File: src/rtl/shift_right_seq_pkg.sv
// Shared definitions for the iterative right shifter.
//   - Op encodings for rotate / logical / arithmetic right shift
//   - Controller state encodings (2 bits, one code unused)
//   - fill_bit(): selects the bit that enters the MSB on each 1-bit step
package shift_right_seq_pkg;

  localparam logic [1:0] OP_ROR = 2'b00;
  localparam logic [1:0] OP_SRL = 2'b01;
  localparam logic [1:0] OP_SRA = 2'b10;

  typedef enum logic [1:0] {
    ST_IDLE  = 2'b00,
    ST_SHIFT = 2'b01,
    ST_DONE  = 2'b10
  } state_t;

  // Rotate recirculates the LSB, arithmetic replicates the sign bit,
  // logical (and the spare 2'b11 code) shifts in zero.
  function automatic logic fill_bit(input logic [1:0] op,
                                    input logic       msb,
                                    input logic       lsb);
    logic f;
    f = 1'b0;
    case (op)
      OP_ROR:  f = lsb;
      OP_SRA:  f = msb;
      default: f = 1'b0;
    endcase
    return f;
  endfunction

endpackage

File: src/rtl/shift_right_seq_cells.sv
// Basic library cells used by the shifter datapath and controller.
//   dff    : W-bit register, synchronous active-high reset to RST_VAL
//            ports: clk, rst, d[W-1:0] -> q[W-1:0]
//   mux2_1 : 1-bit 2:1 multiplexer
//            ports: a (sel=0), b (sel=1), sel -> y
module dff #(
  parameter int           W       = 1,
  parameter logic [W-1:0] RST_VAL = '0
) (
  input  logic         clk,
  input  logic         rst,
  input  logic [W-1:0] d,
  output logic [W-1:0] q
);

  always_ff @(posedge clk) begin
    if (rst) q <= RST_VAL;
    else     q <= d;
  end

endmodule

module mux2_1 (
  input  logic a,
  input  logic b,
  input  logic sel,
  output logic y
);

  assign y = sel ? b : a;

endmodule

File: src/rtl/shift_right_seq_shift_right1.sv
// Combinational single-position right shift stage built from mux2_1 cells.
//   In[WIDTH-1:0] : operand
//   Fill          : bit entering the MSB when shifting
//   Cnt           : 1 = shift right by one, 0 = pass through
//   Out[WIDTH-1:0]: result
module shift_right1 #(
  parameter int WIDTH = 16
) (
  input  logic [WIDTH-1:0] In,
  input  logic             Fill,
  input  logic             Cnt,
  output logic [WIDTH-1:0] Out
);

  genvar i;
  generate
    for (i = 0; i < WIDTH - 1; i++) begin : g_bit
      mux2_1 u_mux (
        .a   (In[i]),
        .b   (In[i+1]),
        .sel (Cnt),
        .y   (Out[i])
      );
    end
  endgenerate

  mux2_1 u_mux_msb (
    .a   (In[WIDTH-1]),
    .b   (Fill),
    .sel (Cnt),
    .y   (Out[WIDTH-1])
  );

endmodule

File: src/rtl/shift_right_seq.sv
// Iterative right shifter / rotator. One operand is accepted on a start
// handshake, then a single 1-bit right stage is applied once per clock
// for Cnt cycles. done pulses for one cycle when Out holds the result.
//   clk   : clock, rising edge
//   rst   : synchronous active-high reset
//   start : request, honoured only in IDLE or DONE
//   In    : operand, captured on the accepting edge
//   Cnt   : shift amount, captured on the accepting edge
//   Op    : 00 ROR, 01 SRL, 10 SRA, 11 SRL
//   Out   : result register, held until the next accept
//   busy  : high while shifting
//   done  : one-cycle completion pulse
import shift_right_seq_pkg::*;

module shift_right_seq #(
  parameter int WIDTH = 16,
  parameter int CNTW  = 4
) (
  input  logic             clk,
  input  logic             rst,
  input  logic             start,
  input  logic [WIDTH-1:0] In,
  input  logic [CNTW-1:0]  Cnt,
  input  logic [1:0]       Op,
  output logic [WIDTH-1:0] Out,
  output logic             busy,
  output logic             done
);

  logic [1:0]       state_q;
  logic [1:0]       state_d;
  logic [CNTW-1:0]  rem_q;
  logic [CNTW-1:0]  rem_d;
  logic [1:0]       op_q;
  logic [1:0]       op_d;
  logic [WIDTH-1:0] out_d;
  logic [WIDTH-1:0] shifted;
  logic             fill;

  // Registers: state, remaining count, latched op, result
  dff #(.W(2), .RST_VAL(2'b00)) u_state (
    .clk (clk), .rst (rst), .d (state_d), .q (state_q)
  );

  dff #(.W(CNTW), .RST_VAL('0)) u_rem (
    .clk (clk), .rst (rst), .d (rem_d), .q (rem_q)
  );

  dff #(.W(2), .RST_VAL(2'b00)) u_op (
    .clk (clk), .rst (rst), .d (op_d), .q (op_q)
  );

  dff #(.W(WIDTH), .RST_VAL('0)) u_out (
    .clk (clk), .rst (rst), .d (out_d), .q (Out)
  );

  // Single shared 1-bit stage; always enabled, its output is only
  // selected while in SHIFT.
  assign fill = fill_bit(op_q, Out[WIDTH-1], Out[0]);

  shift_right1 #(.WIDTH(WIDTH)) u_stage (
    .In   (Out),
    .Fill (fill),
    .Cnt  (1'b1),
    .Out  (shifted)
  );

  // Next-state and register-load logic
  always_comb begin
    state_d = ST_IDLE;
    rem_d   = rem_q;
    op_d    = op_q;
    out_d   = Out;
    case (state_q)
      ST_IDLE, ST_DONE: begin
        if (start) begin
          out_d   = In;
          rem_d   = Cnt;
          op_d    = Op;
          state_d = (Cnt == '0) ? ST_DONE : ST_SHIFT;
        end else begin
          state_d = ST_IDLE;
        end
      end
      ST_SHIFT: begin
        out_d = shifted;
        rem_d = rem_q - CNTW'(1);
        // <= 1 rather than == 1 so a corrupted zero count cannot spin
        // through a full wrap-around.
        state_d = (rem_q <= CNTW'(1)) ? ST_DONE : ST_SHIFT;
      end
      default: state_d = ST_IDLE;
    endcase
  end

  assign busy = (state_q == ST_SHIFT);
  assign done = (state_q == ST_DONE);

endmodule
File: config.mk
export PLATFORM = sky130hd
export DESIGN_NAME = shift_right_seq
export DESIGN_NICKNAME = d
export VERILOG_FILES = /design/src/rtl/shift_right_seq_pkg.sv /design/src/rtl/shift_right_seq_cells.sv /design/src/rtl/shift_right_seq_shift_right1.sv /design/src/rtl/shift_right_seq.sv
export SDC_FILE = /design/constraint.sdc
export NUM_CORES = 1
export LEC_CHECK = 0
export ABC_AREA = 1
export CORE_MARGIN = 5
export CORE_UTILIZATION = 46
export CTS_CLUSTER_DIAMETER = 30
export DETAILED_ROUTE_END_ITERATION = 10
export GPL_ROUTABILITY_DRIVEN = 0
export MAX_ROUTING_LAYER = met4
export PLACE_DENSITY = 0.9
export SYNTH_ARGS = -nofsm -noshare
export SYNTH_HDL_FRONTEND = slang
export SYNTH_SLANG_ARGS = --single-unit
File: constraint.sdc
create_clock -name clk -period 1.4 [get_ports clk]
set_input_delay 0.35 -clock clk [delete_from_list [all_inputs] [get_ports clk]]
set_output_delay 0.35 -clock clk [all_outputs]
set_load 0.02 [all_outputs]
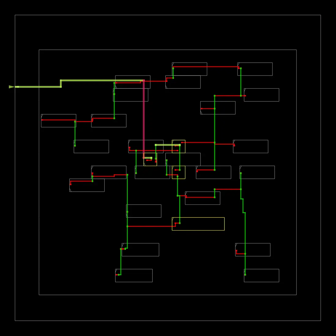
run_1/clocks.png
Clk Latency, worst-skew pair: 0.31 ns
Clock Sinks: 24
CLK BUF: 3
total CTS buffers: 3
Final Skew: 0.004696 ns

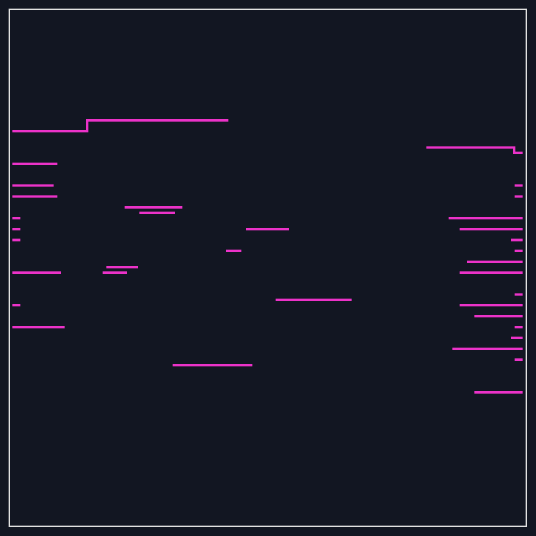
run_1/layer_met3.png
Scale: 8 px per um.
nets with wire on the layer: 33
longest straight run: 17.5 um
main direction: horizontal
share of all routed wire: 5.7%
wire length on this layer: 178 um

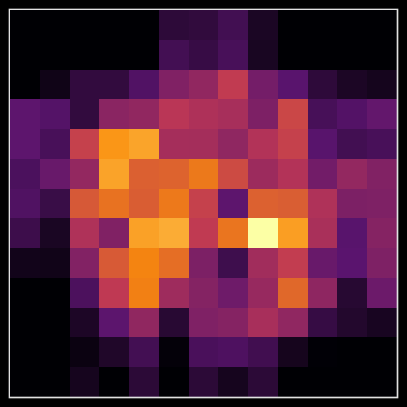
run_1/metal_density.png
Scale: 6 px per um. 13 x 13 tiles, from black (low) to pale yellow (high), scaled to the fullest tile. Values are wire area over tile area, all layers added.
fullest tile: 0.44
nearly empty tiles: 22%
mean over tiles: 0.12

==> results.cfg, run 1 <==
; flow metrics
[power_and_ir_drop]
top_power_group = registers
powerComb_w = 0.000697
leakagePower_nw = 0.7671
p_comb_frac = 0.341
switchingPower_w = 0.0006623
p_seq_frac = 0.410
ir_drop_mv = 0.5597
clock_net_power_w = 0.000510
seq_cell_power_w = 0.000840
clock_power_share = 0.249
swShare = 0.3235
p_int_w = 0.001385

[die]
core_area_mm2 = 0.002805
num_rows = 19
fp_util = 0.4862
nWellTaps = 31
chipWidth_um = 64.45
ios = 43
chip_area_mm2 = 0.004154
die_y_um = 64.45

[flow_run]
cap_violations = 0
warning_count = 27

[cells_and_area]
largest_registers = u_out.q: 16 flops, u_rem.q: 4 flops
drive_gt1_frac = 0.2619
fillCellCount = 239
final_nets = 238
area_share_clock_buf_inv = 0.02933
stdcell_area_mm2 = 0.001792
sh_seq_area = 0.2696
final-nonclk-buf-share = 0.2905
post-route-util = 0.6387
comb_cells = 113
regMostFlops = u_out.q
largest_reg_flops = 16
area_delta_synth_final_pct = 31.38
mi_logic_area_um2 = 648.1
num_antenna_cells = 0
top_area_cell_class = combinational gates
flops = 24
regArea_um2 = 483.0
n_all_buffers = 56
comb_share = 0.3617
mostFrequentLayoutCells = 24 x clkdlybuf4s50_1, 22 x dfxtp_1, 21 x nor3_1
inv_count = 13

[clock_network]
post-cts-setup-buffer-count = 0
cts_tree = yes
htree_levels = 1
clk_path_buf_depth = 2
cts_resized = 35
root_buffer = clkbuf_4
clk_pin_slew_ns = 0.14

[critical_path]
criticalPathCategory = reg -> out
worstReg2RegEnd = u_out.q[2]
cp-startpoint = u_out.q[3]
crit_cells = 1
cp_max_fo = 3
crit_slowest_cell = dfxtp_1
r2r_cells = 7
r2r-start = u_state.q[1]
start_kind = register
cp.required_ns = 1.05
crit_path_end_kind = output port
crit_buf_inv = 1
endpoint = Out[3]
cp_cell_sequence = clkdlybuf4s15_1
critPathMaxStageDelay_ns = 0.39
r2r_slack_ns = 0.15
crit_arrival_ns = 1.02

[sta]
setup_tns_ns = 0
whs_ns = 0.5046
fmax_mhz = 732.6
slew_viol_final = 0
rsz0062_at_grt = no
setup_slack_ns = 0.03497
hold_viol_final = 0
period_needed_ns = 1.365
max_slew_margin = 0.8379
tightestPinTransition_ns = 0.2412
finalCritPeriodShare = 0.9750

[drt]
drt_pass1_iterations = 4
wl_um = 3126
wl_per_cell_um = 12.97
ant_nets = 0
drc = 0
wl_met1_um = 1373
route.met2.wl_um = 1557
route.met3.wl_um = 178
routed-via-count = 1253
drt_iter0_drc = 66
vias_per_cell = 5.199

[yosys]
adder_share = 0.01835
ys.flops = 24
syn_area_mm2 = 0.001364
synth.most_common_cell = dfxtp_1
synthAoiAreaFrac = 0.1578
top_cells_by_count = 24 x dfxtp_1, 21 x nor3_1, 20 x buf_4
synthMuxAreaShare = 0
ys_warn_count = 0
ys_area_mm2 = 0.001364
logic_family = simple AND/OR/NAND/NOR gates
fp_nets = 202
synthArstFlopShare = 0
syn_area_per_cell_um2 = 7.793
synthDistinctLibCells = 25
ys_cells = 175
synth_top_flop_cell = dfxtp_1
xor_area_frac = 0
postSynthCellCount = 175
edf_count = 0
synth-simple-area-share = 0.2991
largest_area_cell = dfxtp_1
synth.top_cell.area_share = 0.3523

[placed_design]
place_area_mm2 = 0.001792
dp_slack_ns = -0.1532
dp_cells = 237
post-dp-hpwl_um = 2374
port-buffer-count = 42

[hold_path]
holdPathEnd = u_op.q[0]
hold_depth = 2
hold_start = u_op.q[0]
holdCritPathClass = reg -> reg

[grt]
grt_usage = 0.1591
first_global_vias = 1205
met3_usage = 0.02936
antenna_found_initial = 0
use_met2 = 0.2784
grt_max_degree = 21
grt_first_pass_wirelength_um = 5292
overflow = 0
busiest_layer = met2

[run_status]
run_status = finished clean
==> inputs of run 2 (changes only) <==
- CORE_UTILIZATION: 46 -> 49
- PLACE_DENSITY: 0.9 -> 0.8
- SKIP_CTS_REPAIR_TIMING: default -> 1
- SYNTH_HIERARCHICAL: default -> 1
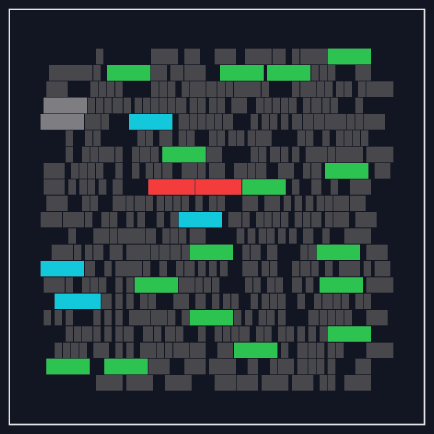
run_2/flops_by_reg.png
Scale: 6 px per um. Other sequential cells in the stronger grey, the rest of the logic in the fainter grey.
[cyan] `u_rem/q` | flops: 4 | where: left middle
[green] `u_out/q` | flops: 16
[red] `u_state/q` | flops: 2
not coloured: 2
Util after Layout: 0.7366
sequential cell area share: 0.1955
sequential cell area: 484.2 um^2
seq pwr: 0.000789 W

==> results.cfg, run 2 <==
; flow metrics
[run_status]
run_status = finished clean

[grt]
overflow = 0
use_met2 = 0.3417
first_global_vias = 1738
met3_usage = 0.02269
busiest_layer = met2
grt_first_pass_wirelength_um = 7107
antenna_found_initial = 0
grt_max_degree = 25
grt_usage = 0.1980

[cells_and_area]
top_area_cell_class = combinational gates
largest_reg_flops = 16
final.clkbuf_count = 3
n_all_buffers = 68
num_antenna_cells = 0
drive_gt1_frac = 0.1075
inv_count = 52
largest_registers = u_out/q: 16 flops, u_rem/q: 4 flops
mi_logic_area_mm2 = 0.001055
area_share_clock_buf_inv = 0.009091
fillCellCount = 310
stdcell_area_mm2 = 0.002477
comb_share = 0.4258
regMostFlops = u_out/q
final-nonclk-buf-share = 0.2677

[power_and_ir_drop]
clock_power_share = 0.170
leakagePower_nw = 1.631
p_comb_frac = 0.405
p_int_w = 0.001201
clock_net_power_w = 0.000315
p_seq_frac = 0.425
top_power_group = registers

[placed_design]
dp_slack_ns = -0.2164
dp_cells = 443
port-buffer-count = 42
place_area_mm2 = 0.002416

[critical_path]
crit_path_end_kind = output port
start_kind = register
endpoint = done
crit_cells = 3
worstReg2RegEnd = u_rem/q[1]
r2r_cells = 6
crit_slowest_cell = dfxtp_2
cp_max_fo = 2
crit_arrival_ns = 0.98
cp.required_ns = 1.05
r2r_slack_ns = 0.13
critPathMaxStageDelay_ns = 0.35
criticalPathCategory = reg -> out
cp-startpoint = u_state/q[1]

[sta]
fmax_mhz = 749.2
slew_viol_final = 0
whs_ns = 0.5414
setup_slack_ns = 0.06531
finalCritPeriodShare = 0.9534
period_needed_ns = 1.335
setup_tns_ns = 0
hold_viol_final = 0

[yosys]
syn_area_mm2 = 0.001703
largest_area_cell = dfxtp_1
ys_warn_count = 6
ys_area_mm2 = 0.001703
synth_top_flop_cell = dfxtp_1
edf_count = 0
synth.most_common_cell = nand2_1
synthAoiAreaFrac = 0.06613
synthArstFlopShare = 0
adder_share = 0.01470
synthMuxAreaShare = 0
ys_cells = 308

[drt]
routed-via-count = 1929
ant_nets = 0
route.met3.wl_um = 227
route.met2.wl_um = 1935
wl_um = 4238
wl_met1_um = 2020
drc = 0
drt_pass1_iterations = 4
vias_per_cell = 4.325

[die]
num_rows = 21
core_area_mm2 = 0.003363
die_y_um = 68.95
nWellTaps = 46
chipWidth_um = 68.95

[hold_path]
holdCritPathClass = reg -> reg
hold_start = u_op/q[0]
hold_depth = 4
holdPathEnd = u_op/q[0]

[clock_network]
cts_tree = yes
clk_pin_slew_ns = 0.13
cts.sinks = 24
clock.latency.late_pin_ns = 0.32
htree_levels = 1

[flow_run]
warning_count = 27
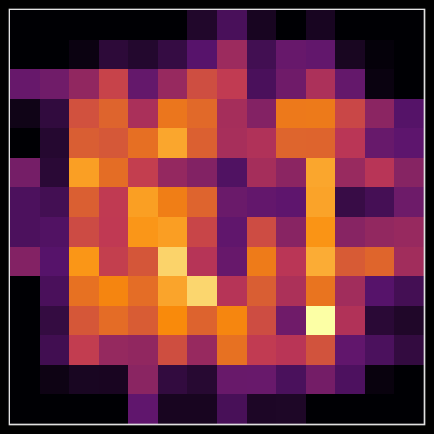
run_2/metal_density.png
Scale: 6 px per um. 14 x 14 tiles, from black (low) to pale yellow (high), scaled to the fullest tile. Values are wire area over tile area, all layers added.
mean over tiles: 0.14
nearly empty tiles: 15%
tiles over half the peak: 32%
densest ninth of the die: middle
fullest tile: 0.41

==> inputs of run 3 (changes only) <==
- CTS_CLUSTER_SIZE: default -> 20
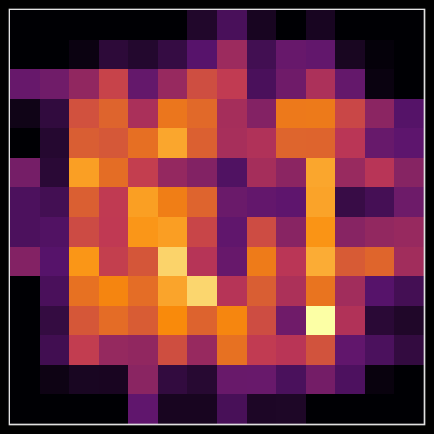
run_3/metal_density.png
Scale: 6 px per um. 14 x 14 tiles, from black (low) to pale yellow (high), scaled to the fullest tile. Values are wire area over tile area, all layers added.
nearly empty tiles: 15%
densest ninth of the die: middle
mean over tiles: 0.14
fullest tile: 0.41
tiles over half the peak: 32%

==> results.cfg, run 3 <==
; flow metrics
[sta]
whs_ns = 0.5414
hold_viol_final = 0
fmax_mhz = 749.2
setup_tns_ns = 0
rsz0062_at_grt = no
slew_viol_final = 0
period_needed_ns = 1.335
finalCritPeriodShare = 0.9534
setup_slack_ns = 0.06531
fin_skew_ns = 0.001820

[clock_network]
htree_levels = 1
cts_buffers = 3
clock.latency.late_pin_ns = 0.32
cts.sinks = 24
clk_path_buf_depth = 2
cts_tree = yes
root_buffer = clkbuf_4

[grt]
met3_usage = 0.02269
grt_usage = 0.1980
grt_first_pass_wirelength_um = 7107
busiest_layer = met2
first_global_vias = 1738
use_met2 = 0.3417

[hold_path]
hold_start = u_op/q[0]
hold_depth = 4
holdCritPathClass = reg -> reg
holdPathEnd = u_op/q[0]

[cells_and_area]
mi_logic_area_mm2 = 0.001055
largest_reg_flops = 16
n_all_buffers = 68
area_share_clock_buf_inv = 0.009091
regMostFlops = u_out/q
comb_share = 0.4258
largest_registers = u_out/q: 16 flops, u_rem/q: 4 flops
final_nets = 429
area_delta_synth_final_pct = 45.48
mostFrequentLayoutCells = 111 x nand2_1, 56 x nor2_1, 49 x inv_1
sh_seq_area = 0.1955
post-route-util = 0.7366
regArea_um2 = 484.2
final-nonclk-buf-share = 0.2677
inv_count = 52
top_area_cell_class = combinational gates
num_antenna_cells = 0
comb_cells = 253
drive_gt1_frac = 0.1075
fillCellCount = 310

[yosys]
synthDistinctLibCells = 22
ys_area_mm2 = 0.001703
syn_area_per_cell_um2 = 5.529
postSynthCellCount = 308
synthMuxAreaShare = 0
top_cells_by_count = 111 x nand2_1, 56 x nor2_1, 49 x inv_1
ys_warn_count = 6
synth.top_cell.area_share = 0.2821
synthAoiAreaFrac = 0.06613
edf_count = 0
synthArstFlopShare = 0
synth.most_common_cell = nand2_1
xor_area_frac = 0
largest_area_cell = dfxtp_1
logic_family = simple AND/OR/NAND/NOR gates
ys_cells = 308
synth_top_flop_cell = dfxtp_1
syn_area_mm2 = 0.001703

[critical_path]
critPathMaxStageDelay_ns = 0.35
crit_arrival_ns = 0.98
r2r_cells = 6
crit_cells = 3
cp_max_fo = 2
crit_buf_inv = 2
criticalPathCategory = reg -> out
crit_slowest_cell = dfxtp_2
worstReg2RegEnd = u_rem/q[1]
r2r-start = u_rem/q[0]
cp_cell_sequence = inv_1, nor2_1, buf_4
cp.required_ns = 1.05
crit_path_end_kind = output port
r2r_slack_ns = 0.13

[drt]
route.met3.wl_um = 227
wl_um = 4238
route.met2.wl_um = 1935
drt_pass1_iterations = 4
drc = 0
routed-via-count = 1929
wl_per_cell_um = 9.502
wl_met1_um = 2020
ant_nets = 0

[power_and_ir_drop]
switchingPower_w = 0.0006563
p_comb_frac = 0.405
p_seq_frac = 0.425
leakagePower_nw = 1.631
swShare = 0.3534
p_int_w = 0.001201
seq_cell_power_w = 0.000789
powerComb_w = 0.000753
clock_power_share = 0.170
top_power_group = registers
clock_net_power_w = 0.000315

[die]
chip_area_mm2 = 0.004754
ios = 43
chipWidth_um = 68.95
nWellTaps = 46
fp_util = 0.5063
die_y_um = 68.95
core_area_mm2 = 0.003363
num_rows = 21

[placed_design]
port-buffer-count = 42
dp_slack_ns = -0.2164
dp_cells = 443
post-dp-hpwl_um = 3110

[flow_run]
cap_violations = 0

[run_status]
run_status = finished clean
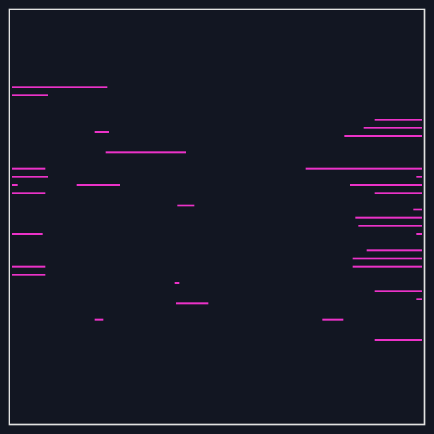
run_3/layer_met3.png
Scale: 6 px per um.
wire length on this layer: 227 um
main direction: horizontal
nets with wire on the layer: 31
longest straight run: 19.1 um
share of all routed wire: 5.4%


## Gallery

Hierarchy map.
shot_01.png
Scale: 6 px per um. Other cells in grey.
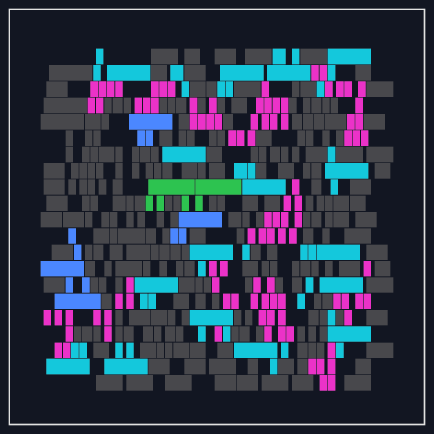
shot_02.png
Scale: 6 px per um. Other sequential cells in the stronger grey, the rest of the logic in the fainter grey.
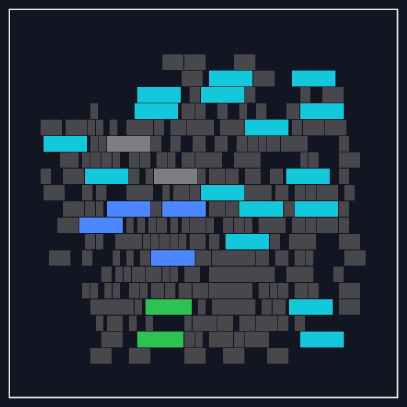
shot_02.png: run 1
shot_01.png: run 3

Key to shot_01.png:
[green] `u_state` | cells: 6 | where: middle
[blue] `u_rem` | cells: 12 | where: left middle
[cyan] `u_out` | cells: 48
[magenta] `u_stage` | cells: 96
not coloured: 238

Power is estimated from default activity; no workload was simulated.
